===== src/rtl/uart_tx_arbiter.sv =====
`default_nettype none
// +--------------------------------------------------------------------------+
// | Module      : uart_tx_arbiter                                            |
// | Description : Round-robin arbiter sharing a memory-mapped UART TX among  |
// |               NUM_REQ byte requesters. Acts as an AXI4-Lite master:      |
// |               polls status until tx idle, writes the byte, then waits a  |
// |               settle gap before the next poll.                           |
// | Revision    : 1.0 - initial release                                      |
// +--------------------------------------------------------------------------+
module uart_tx_arbiter #(
  parameter int                    NUM_REQ       = 4,
  parameter int                    ADDR_WIDTH    = 32,
  parameter int                    DATA_WIDTH    = 32,
  parameter logic [ADDR_WIDTH-1:0] BASE_ADDR     = '0,
  parameter int                    SETTLE_CYCLES = 4
) (
  input  logic                    clk,
  input  logic                    rst,
  input  logic [NUM_REQ-1:0]      req_valid,
  input  logic [8*NUM_REQ-1:0]    req_data,
  output logic [NUM_REQ-1:0]      req_ready,
  output logic [2:0]              grant_id,
  output logic                    busy,
  output logic                    err,
  output logic [ADDR_WIDTH-1:0]   m_axi_awaddr,
  output logic                    m_axi_awvalid,
  input  logic                    m_axi_awready,
  output logic [DATA_WIDTH-1:0]   m_axi_wdata,
  output logic [DATA_WIDTH/8-1:0] m_axi_wstrb,
  output logic                    m_axi_wvalid,
  input  logic                    m_axi_wready,
  input  logic [1:0]              m_axi_bresp,
  input  logic                    m_axi_bvalid,
  output logic                    m_axi_bready,
  output logic [ADDR_WIDTH-1:0]   m_axi_araddr,
  output logic                    m_axi_arvalid,
  input  logic                    m_axi_arready,
  input  logic [DATA_WIDTH-1:0]   m_axi_rdata,
  input  logic [1:0]              m_axi_rresp,
  input  logic                    m_axi_rvalid,
  output logic                    m_axi_rready
);

  localparam int c_strb_w = DATA_WIDTH / 8;
  localparam int c_cnt_w  = (SETTLE_CYCLES > 1) ? $clog2(SETTLE_CYCLES) : 1;
  localparam logic [ADDR_WIDTH-1:0] c_status_addr = BASE_ADDR + ADDR_WIDTH'(4);
  localparam logic [c_cnt_w-1:0]    c_settle_last = c_cnt_w'(SETTLE_CYCLES - 1);
  localparam logic [c_strb_w-1:0]   c_strb_byte0  = c_strb_w'(1);

  typedef enum logic [2:0] {
    S_IDLE    = 3'd0,
    S_POLL_AR = 3'd1,
    S_POLL_R  = 3'd2,
    S_WR      = 3'd3,
    S_WR_B    = 3'd4,
    S_SETTLE  = 3'd5
  } state_t;

  state_t                r_state, w_state_nxt;
  logic [2:0]            r_rr_ptr, w_rr_nxt;
  logic [7:0]            r_byte, w_byte_nxt;
  logic [c_cnt_w-1:0]    r_cnt, w_cnt_nxt;
  logic [NUM_REQ-1:0]    r_req_ready, w_req_ready_nxt;
  logic [2:0]            r_grant_id, w_grant_nxt;
  logic                  r_busy, r_err, w_err_nxt;
  logic                  r_arvalid, w_arvalid_nxt;
  logic [ADDR_WIDTH-1:0] r_araddr, w_araddr_nxt;
  logic                  r_rready, w_rready_nxt;
  logic                  r_awvalid, w_awvalid_nxt;
  logic                  r_wvalid, w_wvalid_nxt;
  logic [DATA_WIDTH-1:0] r_wdata, w_wdata_nxt;
  logic [c_strb_w-1:0]   r_wstrb, w_wstrb_nxt;
  logic                  r_bready, w_bready_nxt;

  logic                  w_found;
  logic [2:0]            w_gnt;
  logic [NUM_REQ-1:0]    w_gnt_oh;
  logic [7:0]            w_gnt_byte;
  logic                  w_unused_rdata;

  // Only tx_active (bit 1) of the status word matters; rx-valid and the rest are ignored.
  assign w_unused_rdata = ^{m_axi_rdata[DATA_WIDTH-1:2], m_axi_rdata[0]};

  // Round-robin pick: first valid at or after rr_ptr, else first valid from index 0.
  always_comb begin
    w_found    = 1'b0;
    w_gnt      = 3'd0;
    w_gnt_oh   = '0;
    w_gnt_byte = 8'd0;
    for (int j = 0; j < NUM_REQ; j++) begin
      if (!w_found && req_valid[j] && (j >= int'(r_rr_ptr))) begin
        w_found     = 1'b1;
        w_gnt       = 3'(j);
        w_gnt_oh[j] = 1'b1;
        w_gnt_byte  = req_data[8*j +: 8];
      end
    end
    for (int j = 0; j < NUM_REQ; j++) begin
      if (!w_found && req_valid[j]) begin
        w_found     = 1'b1;
        w_gnt       = 3'(j);
        w_gnt_oh[j] = 1'b1;
        w_gnt_byte  = req_data[8*j +: 8];
      end
    end
  end

  // Next-state and next-output logic; every output is registered from these values.
  always_comb begin
    w_state_nxt     = r_state;
    w_rr_nxt        = r_rr_ptr;
    w_byte_nxt      = r_byte;
    w_cnt_nxt       = r_cnt;
    w_req_ready_nxt = '0;
    w_grant_nxt     = r_grant_id;
    w_err_nxt       = 1'b0;
    w_arvalid_nxt   = r_arvalid;
    w_araddr_nxt    = r_araddr;
    w_rready_nxt    = r_rready;
    w_awvalid_nxt   = r_awvalid;
    w_wvalid_nxt    = r_wvalid;
    w_wdata_nxt     = r_wdata;
    w_wstrb_nxt     = r_wstrb;
    w_bready_nxt    = r_bready;
    case (r_state)
      S_IDLE: begin
        if (w_found) begin
          w_state_nxt     = S_POLL_AR;
          w_req_ready_nxt = w_gnt_oh;
          w_grant_nxt     = w_gnt;
          w_byte_nxt      = w_gnt_byte;
          w_rr_nxt        = (int'(w_gnt) == NUM_REQ - 1) ? 3'd0 : w_gnt + 3'd1;
          w_arvalid_nxt   = 1'b1;
          w_araddr_nxt    = c_status_addr;
        end
      end
      S_POLL_AR: begin
        if (m_axi_arready) begin
          w_arvalid_nxt = 1'b0;
          w_rready_nxt  = 1'b1;
          w_state_nxt   = S_POLL_R;
        end
      end
      S_POLL_R: begin
        if (m_axi_rvalid) begin
          w_rready_nxt = 1'b0;
          w_err_nxt    = (m_axi_rresp != 2'b00);
          // A failed status read is treated like a busy transmitter.
          if (m_axi_rdata[1] || (m_axi_rresp != 2'b00)) begin
            w_arvalid_nxt = 1'b1;
            w_state_nxt   = S_POLL_AR;
          end else begin
            w_awvalid_nxt = 1'b1;
            w_wvalid_nxt  = 1'b1;
            w_wdata_nxt   = DATA_WIDTH'(r_byte);
            w_wstrb_nxt   = c_strb_byte0;
            w_state_nxt   = S_WR;
          end
        end
      end
      S_WR: begin
        if (m_axi_awready) w_awvalid_nxt = 1'b0;
        if (m_axi_wready)  w_wvalid_nxt  = 1'b0;
        if ((!r_awvalid || m_axi_awready) && (!r_wvalid || m_axi_wready)) begin
          w_bready_nxt = 1'b1;
          w_state_nxt  = S_WR_B;
        end
      end
      S_WR_B: begin
        if (m_axi_bvalid) begin
          w_bready_nxt = 1'b0;
          w_err_nxt    = (m_axi_bresp != 2'b00);
          w_cnt_nxt    = '0;
          w_state_nxt  = S_SETTLE;
        end
      end
      S_SETTLE: begin
        // Gives the UART time to raise tx_active before it is polled again.
        if (r_cnt == c_settle_last) w_state_nxt = S_IDLE;
        else                        w_cnt_nxt   = r_cnt + 1'b1;
      end
      default: w_state_nxt = S_IDLE;
    endcase
  end

  // State and output registers.
  always_ff @(posedge clk) begin
    if (rst) begin
      r_state     <= S_IDLE;
      r_rr_ptr    <= 3'd0;
      r_byte      <= 8'd0;
      r_cnt       <= '0;
      r_req_ready <= '0;
      r_grant_id  <= 3'd0;
      r_busy      <= 1'b0;
      r_err       <= 1'b0;
      r_arvalid   <= 1'b0;
      r_araddr    <= BASE_ADDR;
      r_rready    <= 1'b0;
      r_awvalid   <= 1'b0;
      r_wvalid    <= 1'b0;
      r_wdata     <= '0;
      r_wstrb     <= '0;
      r_bready    <= 1'b0;
    end else begin
      r_state     <= w_state_nxt;
      r_rr_ptr    <= w_rr_nxt;
      r_byte      <= w_byte_nxt;
      r_cnt       <= w_cnt_nxt;
      r_req_ready <= w_req_ready_nxt;
      r_grant_id  <= w_grant_nxt;
      r_busy      <= (w_state_nxt != S_IDLE);
      r_err       <= w_err_nxt;
      r_arvalid   <= w_arvalid_nxt;
      r_araddr    <= w_araddr_nxt;
      r_rready    <= w_rready_nxt;
      r_awvalid   <= w_awvalid_nxt;
      r_wvalid    <= w_wvalid_nxt;
      r_wdata     <= w_wdata_nxt;
      r_wstrb     <= w_wstrb_nxt;
      r_bready    <= w_bready_nxt;
    end
  end

  assign req_ready     = r_req_ready;
  assign grant_id      = r_grant_id;
  assign busy          = r_busy;
  assign err           = r_err;
  assign m_axi_awaddr  = BASE_ADDR;
  assign m_axi_awvalid = r_awvalid;
  assign m_axi_wdata   = r_wdata;
  assign m_axi_wstrb   = r_wstrb;
  assign m_axi_wvalid  = r_wvalid;
  assign m_axi_bready  = r_bready;
  assign m_axi_araddr  = r_araddr;
  assign m_axi_arvalid = r_arvalid;
  assign m_axi_rready  = r_rready;

endmodule
`default_nettype wire


===== config.mk =====
export PLATFORM = sky130hd
export DESIGN_NAME = uart_tx_arbiter
export DESIGN_NICKNAME = d
export VERILOG_FILES = /design/src/rtl/uart_tx_arbiter.sv
export SDC_FILE = /design/constraint.sdc
export NUM_CORES = 1
export LEC_CHECK = 0
export ABC_AREA = 1
export CAP_MARGIN = 20
export CORE_UTILIZATION = 32
export CTS_BUF_LIST = sky130_fd_sc_hd__clkbuf_16
export CTS_CLUSTER_SIZE = 24
export DETAILED_ROUTE_END_ITERATION = 6
export PLACE_DENSITY_LB_ADDON = 0.1
export SLEW_MARGIN = 40
export SYNTH_ARGS = -nofsm -noshare
export SYNTH_HDL_FRONTEND = slang
export SYNTH_SLANG_ARGS = --single-unit

===== constraint.sdc =====
create_clock -name clk -period 1.2 [get_ports clk]
set_input_delay 0.24 -clock clk [delete_from_list [all_inputs] [get_ports clk]]
set_output_delay 0.24 -clock clk [all_outputs]
set_load 0.05 [all_outputs]

Fig. 1: run 1, placed standard cells
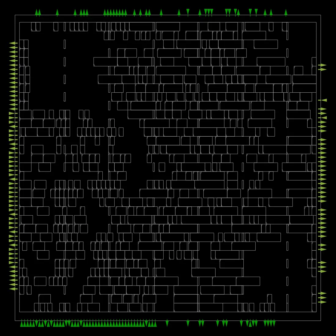
filler cell count in the final layout: 771
filler-free cell count of the finished design: 667

Fig. 2: run 1, met3 routing
The bar under the picture is 20 um long.
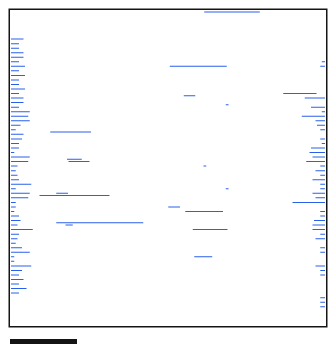
longest straight run: 25.8 um
nets with wire on the layer: 109
share of all routed wire: 5.7%

==> run summary, run 1 <==
From the run reports.

- The via count of the first global-routing pass is 2598.
- The count of antenna-violating nets left after detailed routing is 0.
- Max-cap violations in this run came to 0.
- The starting density of the core reads 0.333.
- The number of non-clock inverters in the layout is 43.
- Looking at the critical path, the highest net fanout was 9.
- The start-to-end type of the worst setup path reads reg2reg.
- The library cell used most frequently in the layout, excluding fill and tap cells, is sky130_fd_sc_hd__conb_1.
- The largest net degree at the start of global routing reads 14.
- The fraction of registers with async set/reset reads 0.
- The area of the mapped netlist reads 0.00275 mm2.
- The count of buffers from port buffering is 70.
- The worst hold path stage count reads 2.
- The post-synthesis cell type with the largest instance count reads sky130_fd_sc_hd__buf_4.
- The clock buffer count in the final layout is 5.
- The least setup slack across all paths after layout is -0.279 ns.
- The fraction of final layout cells sized beyond drive strength 1 reads 0.327.
- The number of cells after detailed placement is 644.
- The final core utilization is 0.542.
- The final number of hold-violating endpoints reads 0.
- The TritonCTS clock tree reads yes.
- The fmax is a little under 700 MHz.
- The number of buffers created by CTS reads 5.
- The antenna diode instance count is 0.
- According to the floorplan report, the placeable core area is 0.00826 mm2.
- The required time at the endpoint of the critical path reads around 1.4 ns.
- The clock skew is around 0.0049 ns.
- The wire length reported by the detailed router is 7130 um.
- The average cell area after synthesis is approximately 6.5 um2.
- The total area of multi-input combinational cells reads 0.00167 mm2.
- The run finished, with violations left.
- The capture point of the worst reg-to-reg path reads r_byte[7].
- The total number of placement rows is 33.
- The overall die area reads 0.00898 mm2.
- Clock latency on the worst-skew pair, taken at its later pin, is 0.28 ns.
- The total negative slack is -5.06 ns.
- In this run the worst setup path terminates at r_byte[7].
- The critical path arrival is 1.64 ns.
- The violation count after the first detailed-routing iteration reads between 90 and 100.
- Per the detailed placement report, the placed cell area equals 0.00387 mm2.
- The number of multi-input combinational cells is 330.
- The most frequently used flop master after synthesis reads sky130_fd_sc_hd__dfxtp_1.
- The highest supply drop recorded on VDD is 0.484 mV.
- The aggregate global-route resource usage is 0.167.
- The count of synthesis-stage warnings from yosys reads 0.
- The clock period minus worst slack reads 1.48 ns.
- The flop share of the area is 0.174.
- The number of hold-repair buffers added at the cts stage is 0.
- For reference, the top cells by count after synthesis are sky130_fd_sc_hd__buf_4 (93), sky130_fd_sc_hd__nand2_1 (81), sky130_fd_sc_hd__nor2_1 (69), sky130_fd_sc_hd__inv_1 (39), sky130_fd_sc_hd__dfxtp_1 (38).
- The worst reg2reg path startpoint reads r_rr_ptr[1].
- The number of distinct library cells after synthesis reads 29.
- The first-pass iteration count of the detailed router reads 4.
- The final sequential cell count reads 38.
- The aggregate global routing overflow is 0.
- Post-route period utilization is reported as 1.23.
- The number of gates resized after cts is 64.
- The proportion of cell area spent on the clock network is 0.0297.
- The cell area power density reads 1120 mW/mm2.
- The worst setup path is captured at a register.
- The area taken by flip-flops and latches reads 777 um2.
- The worst hold margin is between 0.4 and 0.5 ns.
- The longest clock path from root to sink contains 2 buffers.
- The leakage power total is about 2.2 nW.
- The destination of the worst hold path is r_byte[0].
- Yosys attributes the largest share of cell area to sky130_fd_sc_hd__dfxtp_1 (28%), sky130_fd_sc_hd__buf_4 (25%), sky130_fd_sc_hd__nand2_1 (11%).
- The worst reg-to-reg setup slack reads -0.28 ns.
- The tally of OpenROAD warnings reads 60.
- The top-level port count reads between 150 and 200.
- The area of the synthesized netlist per yosys stat is about 0.0028 mm2.
- In the final design database the tool counted 642 nets.
- For this floorplan the total number of well-tap instances is 105.
- The routability congestion estimate reads 0.828.
- The vias after detailed routing is 2793.
- The biggest cell category by area in the final layout reads logic gates.
- The layout overhead on the synthesized area reads 62.5%.
- The number of non-clock buffers is 144.
- The critical path launch point reads r_rr_ptr[1].
- The clock input transition at the sequential cells of the worst setup and hold paths is 0.05 ns.
- The max-slew violation count is 0.
- The post-place setup slack is -0.684 ns.
- The cell taking the most area after synthesis reads sky130_fd_sc_hd__dfxtp_1.
- Per the detail_route report, routed wire per instance is 10.7 um.
- The data-path buffer share of cell area in the final layout reads 0.354.
- The number of clock sinks seen by CTS reads 38.
- The number of flops mapped to enable cells by yosys reads 0.
- The per-cell via count in the routed design reads around 4.2.
- The first-pass GRT wire length reads between 10000 and 15000 um.
- The class of the tightest hold or removal check reads reg2reg.
- The die is 94.7 um tall.
- The combinational fraction of the cell area reads 0.373.
- The startpoint of the most critical hold path is r_byte[0].
- The report puts the cell count of the worst reg-to-reg path at 10.
- The post-CTS setup buffer count reads 7.
- The H-tree depth reads 2.
- The number of antenna violations at the first check in global routing is 0.
- Per the cell usage report, the commonest logic cells after layout are sky130_fd_sc_hd__conb_1 (91), sky130_fd_sc_hd__nand2_1 (68), sky130_fd_sc_hd__nor2_1 (61).
- Counting flops and latches in the post-synthesis netlist gives 38.
- The overall power of the completed layout is 5.00 mW.
- The DRC violations left is 0.
- Setup repair after global routing could not meet its margin everywhere.
- The final setup violation count reads 30.
- In the Yosys report the total cell count is 422.
- The width of the chip is 94.7 um.
- The startpoint class of the critical path reads a register.
- Clock tree synthesis selected as its root buffer the cell sky130_fd_sc_hd__clkbuf_16.
- The cell area after layout is roughly 0.0045 mm2.
- The top-area cell type share of the netlist area reads 0.276.
- The sequential share of the synthesized area is 0.276.
- The checks that failed: negative setup slack.
- The sum of net half-perimeters after detailed placement reads 5490 um.
- The post-synthesis instance total is 422.
Fig. 3: run 1, a small window of the routed layout
Window x 27 to 67, y 8 to 48 um. Cells in grey, sequential cells in the stronger grey; small squares are vias.
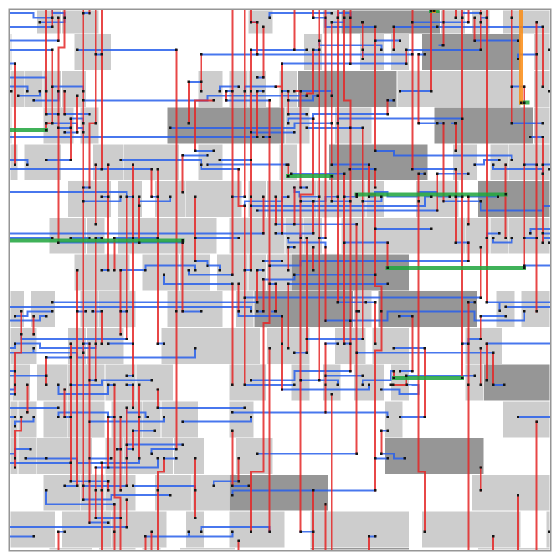
| colour | layer |
|---|---|
| red | M2 |
| green | M3 |
| orange | M4 |
| blue | M1 |
netlist names of flops here include: `r_byte` (5), `req_ready` (3), `grant_id` (2)
cells with their middle in the window: 125
most frequent: nand2_1 (18), buf_4 (18), dfxtp_1 (11)
sequential cells in the window: 13

==> run 1: power breakdown <==
group	leakage (nW)	switching, mW	internal, mW
sequential	0.314	0.118	1.39
combinational	1.79	1.48	0.809
clock	0.0723	0.470	0.742
==> run 1: sequential cells by signal, summed over array words and instances, names as in the netlist, 2 cells and up <==
register and cells:
grant_id 2, r_cnt 2, r_byte 8, r_state 3, m_axi_wdata 8, r_rr_ptr 2
req_ready 4
==> run 1: kinds of logic (layout without fill, tap and decap cells) <==
family	count (synthesis)	after routing	share of synthesized area
AND-OR/OR-AND	39	39	0.0800
adder cells (fa/ha/maj)	1	1	0.00454
buffers and inverters	144	194	0.331
flip-flops	38	38	0.276
other	1	91	0.00136
AND/OR/NAND/NOR	199	199	0.306
==> run 1: layer usage <==
| layer | wire length [um] | GRT usage | up-vias |
|---|---|---|---|
| li1 | - | - | 1429 |
| met1 | 3080 | 0.212 | 1231 |
| met2 | 3560 | 0.282 | 128 |
| met3 | 407 | 0.0185 | 5 |
| met4 | 82 | 0.0732 | 0 |
| met5 | 0 | 0 | - |
==> run 1: critical path: stages (launching register included) <==
cell	delay [ns]
sky130_fd_sc_hd__dfxtp_4	0.36
sky130_fd_sc_hd__nor2_4	0.12
sky130_fd_sc_hd__nand2_4	0.08
sky130_fd_sc_hd__nand3_1	0.12
sky130_fd_sc_hd__nor2_1	0.07
sky130_fd_sc_hd__nand2_2	0.18
sky130_fd_sc_hd__nor2_1	0.06
sky130_fd_sc_hd__nor2_1	0.11
sky130_fd_sc_hd__nand3_1	0.11
sky130_fd_sc_hd__nand2_1	0.10
sky130_fd_sc_hd__a21oi_1	0.06
Fig. 4: run 1, metal layers overlaid
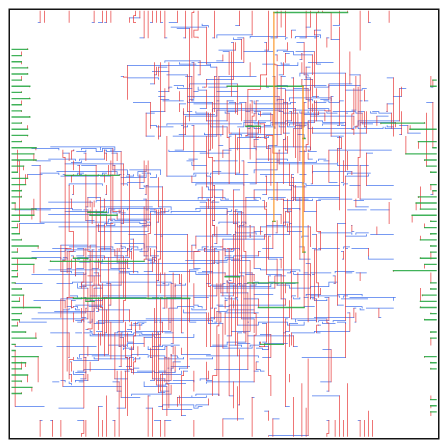

==> inputs of run 2 (changes only) <==
RECOVER_POWER = 100   (was unset)
Fig. 5: run 2, metal layers overlaid
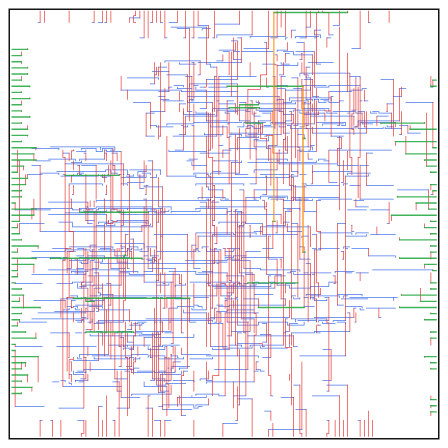
| colour | layer | wire length |
|---|---|---|
| blue | M1 | 3140 um |
| green | M3 | 446 um |
| orange | M4 | 83.0 um |
| red | M2 | 3520 um |

==> run summary, run 2 <==
From the run reports.

- The flow ran to the end, but the final reports show violations.
- The checks that failed: negative setup slack.
- The number of flops mapped to enable cells by yosys was 0 (unchanged).
- The first-pass iteration count of the detailed router reads 4 (unchanged).
- The max capacitance violation total reads 0 (unchanged).
- The worst ir drop on vdd is 0.475 mV (-1.9%).
- The maximum clock path buffer count reads 2 (unchanged).
- The overall power of the completed layout is 4.82 mW (-3.6%).
- The number of buffers created by CTS reads 5 (unchanged).
- The count of buffers from port buffering is 70 (unchanged).
- The post-route met1 wirelength was 3140 um (+1.9%).
- The filler cell count in the final layout reads 814 (+5.6%).
- The average cell area after synthesis reads 6.52 um2 (unchanged).
- The start-to-end type of the worst setup path is reg2reg.
- The global-route track usage on met3 was 0.0185 (unchanged).
- The met1 demand-to-capacity share in global routing came to 0.212 (unchanged).
- Setup repair after global routing could not meet its margin everywhere.
- The final number of hold-violating endpoints was 0 (unchanged).
- The area inside the core boundary is 0.00826 mm2 (unchanged).
- The vias after detailed routing is 2779 (-0.50%).
- The clock period minus worst slack came to 1.48 ns (-0.00237 ns).
- The final setup violation count reads 30 (unchanged).
- The top-area cell type share of the netlist area is 0.276 (unchanged).
- The leakage power total is 2.09 nW (-3.9%).
- The yosys stat cell total is 422 (unchanged).
- The max-slew violation count reads 0 (unchanged).
- The cell area after layout is 0.00414 mm2 (-7.6%).
- The capturing element type of the critical path reads a register.
- The via count of the first global-routing pass is 2598 (unchanged).
- The aggregate global routing overflow is 0 (unchanged).
- The root buffer cell reads sky130_fd_sc_hd__clkbuf_16.
- The cell area power density was 1170 mW/mm2 (+4.3%).
- The met2 track demand over resource in global routing reads 0.282 (unchanged).
- The largest net degree at the start of global routing is 14 (unchanged).
- The fraction of registers with async set/reset reads 0 (unchanged).
- The cell taking the most area after synthesis reads sky130_fd_sc_hd__dfxtp_1.
- The die height reads 94.7 um (unchanged).
- The number of distinct library cells after synthesis is 29 (unchanged).
- The worst hold margin is 0.452 ns (-0.0235 ns).
- Post-synth the commonest register cell is sky130_fd_sc_hd__dfxtp_1.
- The least setup slack across all paths after layout is -0.277 ns (+0.00237 ns).
- Per the GRT log, the top usage layer is met2.
- The commonest cells after synthesis are sky130_fd_sc_hd__buf_4 (93), sky130_fd_sc_hd__nand2_1 (81), sky130_fd_sc_hd__nor2_1 (69), sky130_fd_sc_hd__inv_1 (39), sky130_fd_sc_hd__dfxtp_1 (38).
- The area of the mapped netlist reads 0.00275 mm2 (unchanged).
- The final net count is 642 (unchanged).
- The average wire per cell in the routed design came to 10.8 um (+0.74%).
- The first-pass GRT wire length came to 11800 um (unchanged).
- The total negative slack was -5.03 ns (+0.0304 ns).
- The most common logic cell in the final layout is sky130_fd_sc_hd__conb_1.
- The number of cells after detailed placement is 644 (unchanged).
- The fmax is 677 MHz (+0.16%).
- The overall die area reads 0.00898 mm2 (unchanged).
- The post-synthesis cell type with the largest instance count reads sky130_fd_sc_hd__buf_4.
- The antenna diode instance count is 0 (unchanged).
- The area taken by flip-flops and latches reads 773 um2 (-0.48%).
- The DRC violations left reads 0 (unchanged).
- The class of the tightest hold or removal check is reg2reg.
- The per-cell via count in the routed design was 4.17 (-0.50%).
- The routability congestion estimate reads 0.828 (unchanged).
- The maximum fanout encountered on the critical timing path reads 9 (unchanged).
- The clock input transition at the sequential cells of the worst setup and hold paths is 0.05 ns (about the same).
- The clock insertion delay at the later pin of the skew report is 0.28 ns (about the same).
- The number of clock sinks seen by CTS reads 38 (unchanged).
- The final core utilization reads 0.501 (-0.0409).
- The sequential share of the synthesized area came to 0.276 (unchanged).
- The starting density of the core came to 0.333 (unchanged).
- The fraction of final layout cells sized beyond drive strength 1 reads 0.324 (-0.00356).
- The number of hold-repair buffers added at the cts stage is 0 (unchanged).
- Relative to the synthesized area, the layout overhead comes to 50.2%.
- The critical path arrival came to 1.64 ns (about the same).
- The total area of multi-input combinational cells is 0.00167 mm2 (-0.15%).
- The tally of OpenROAD warnings is 60 (unchanged).
- The number of antenna violations at the first check in global routing reads 0 (unchanged).
Fig. 6: run 2, routed clock nets over the placement
The bar under the picture is 20 um long.
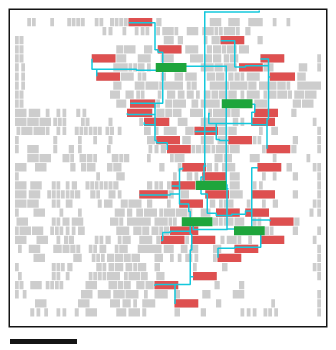
[red] flip-flops | count: 38
[green] clock-net drivers | count: 5
[cyan] clock wires | length: 530 um
routed clock nets: 6

-- run 2: path summary, 6_finish.rpt --
path	slack, ns	startpoint	cells past startpoint	endpoint
worst min-delay path	0.45	m_axi_arvalid	2	m_axi_arvalid
worst min register to register	0.45	m_axi_arvalid	2	m_axi_arvalid
worst max-delay path	-0.28	r_rr_ptr[1]	10	r_byte[7]
worst max register to register	-0.28	r_rr_ptr[1]	10	r_byte[7]
-- run 2: cell type report --
type	instances	area share
Clock buffer	5	0.0303
Clock inverter	2	0.00182
Inverter	43	0.0436
Multi-Input combinational cell	330	0.403
Sequential cell	38	0.187
Tap cell	105	0.0318
Timing Repair Buffer	144	0.302
-- run 2: critical path: stages (launching register included) --
cell	delay (ns)
sky130_fd_sc_hd__dfxtp_4	0.36
sky130_fd_sc_hd__nor2_4	0.12
sky130_fd_sc_hd__nand2_4	0.08
sky130_fd_sc_hd__nand3_1	0.12
sky130_fd_sc_hd__nor2_1	0.07
sky130_fd_sc_hd__nand2_2	0.18
sky130_fd_sc_hd__nor2_1	0.06
sky130_fd_sc_hd__nor2_1	0.11
sky130_fd_sc_hd__nand3_1	0.11
sky130_fd_sc_hd__nand2_1	0.10
sky130_fd_sc_hd__a21oi_1	0.06
-- run 2: logic make-up after synthesis --
kind of cell,share of synthesized area
and+or+nand+nor,0.306
adders and majority gates,0.00454
buffers and inverters,0.331
other,0.00136
AOI/OAI and AO/OA,0.0800
DFF,0.276
-- run 2: what timing repair did --
| item | in CTS | in global routing |
|---|---|---|
| cloned | 1 | 0 |
| endpoints found under the setup margin | 36 | 37 |
| buffers inserted | 7 | 11 |
| pin swaps | 11 | 21 |
| resized | 64 | 48 |
-- run 2: power by group --
part | switching [mW] | internal (mW)
logic | 1.47 | 0.656
registers | 0.0902 | 1.39
clock network | 0.472 | 0.742
Power figures rest on the tool's default switching activity, not on a simulated workload.
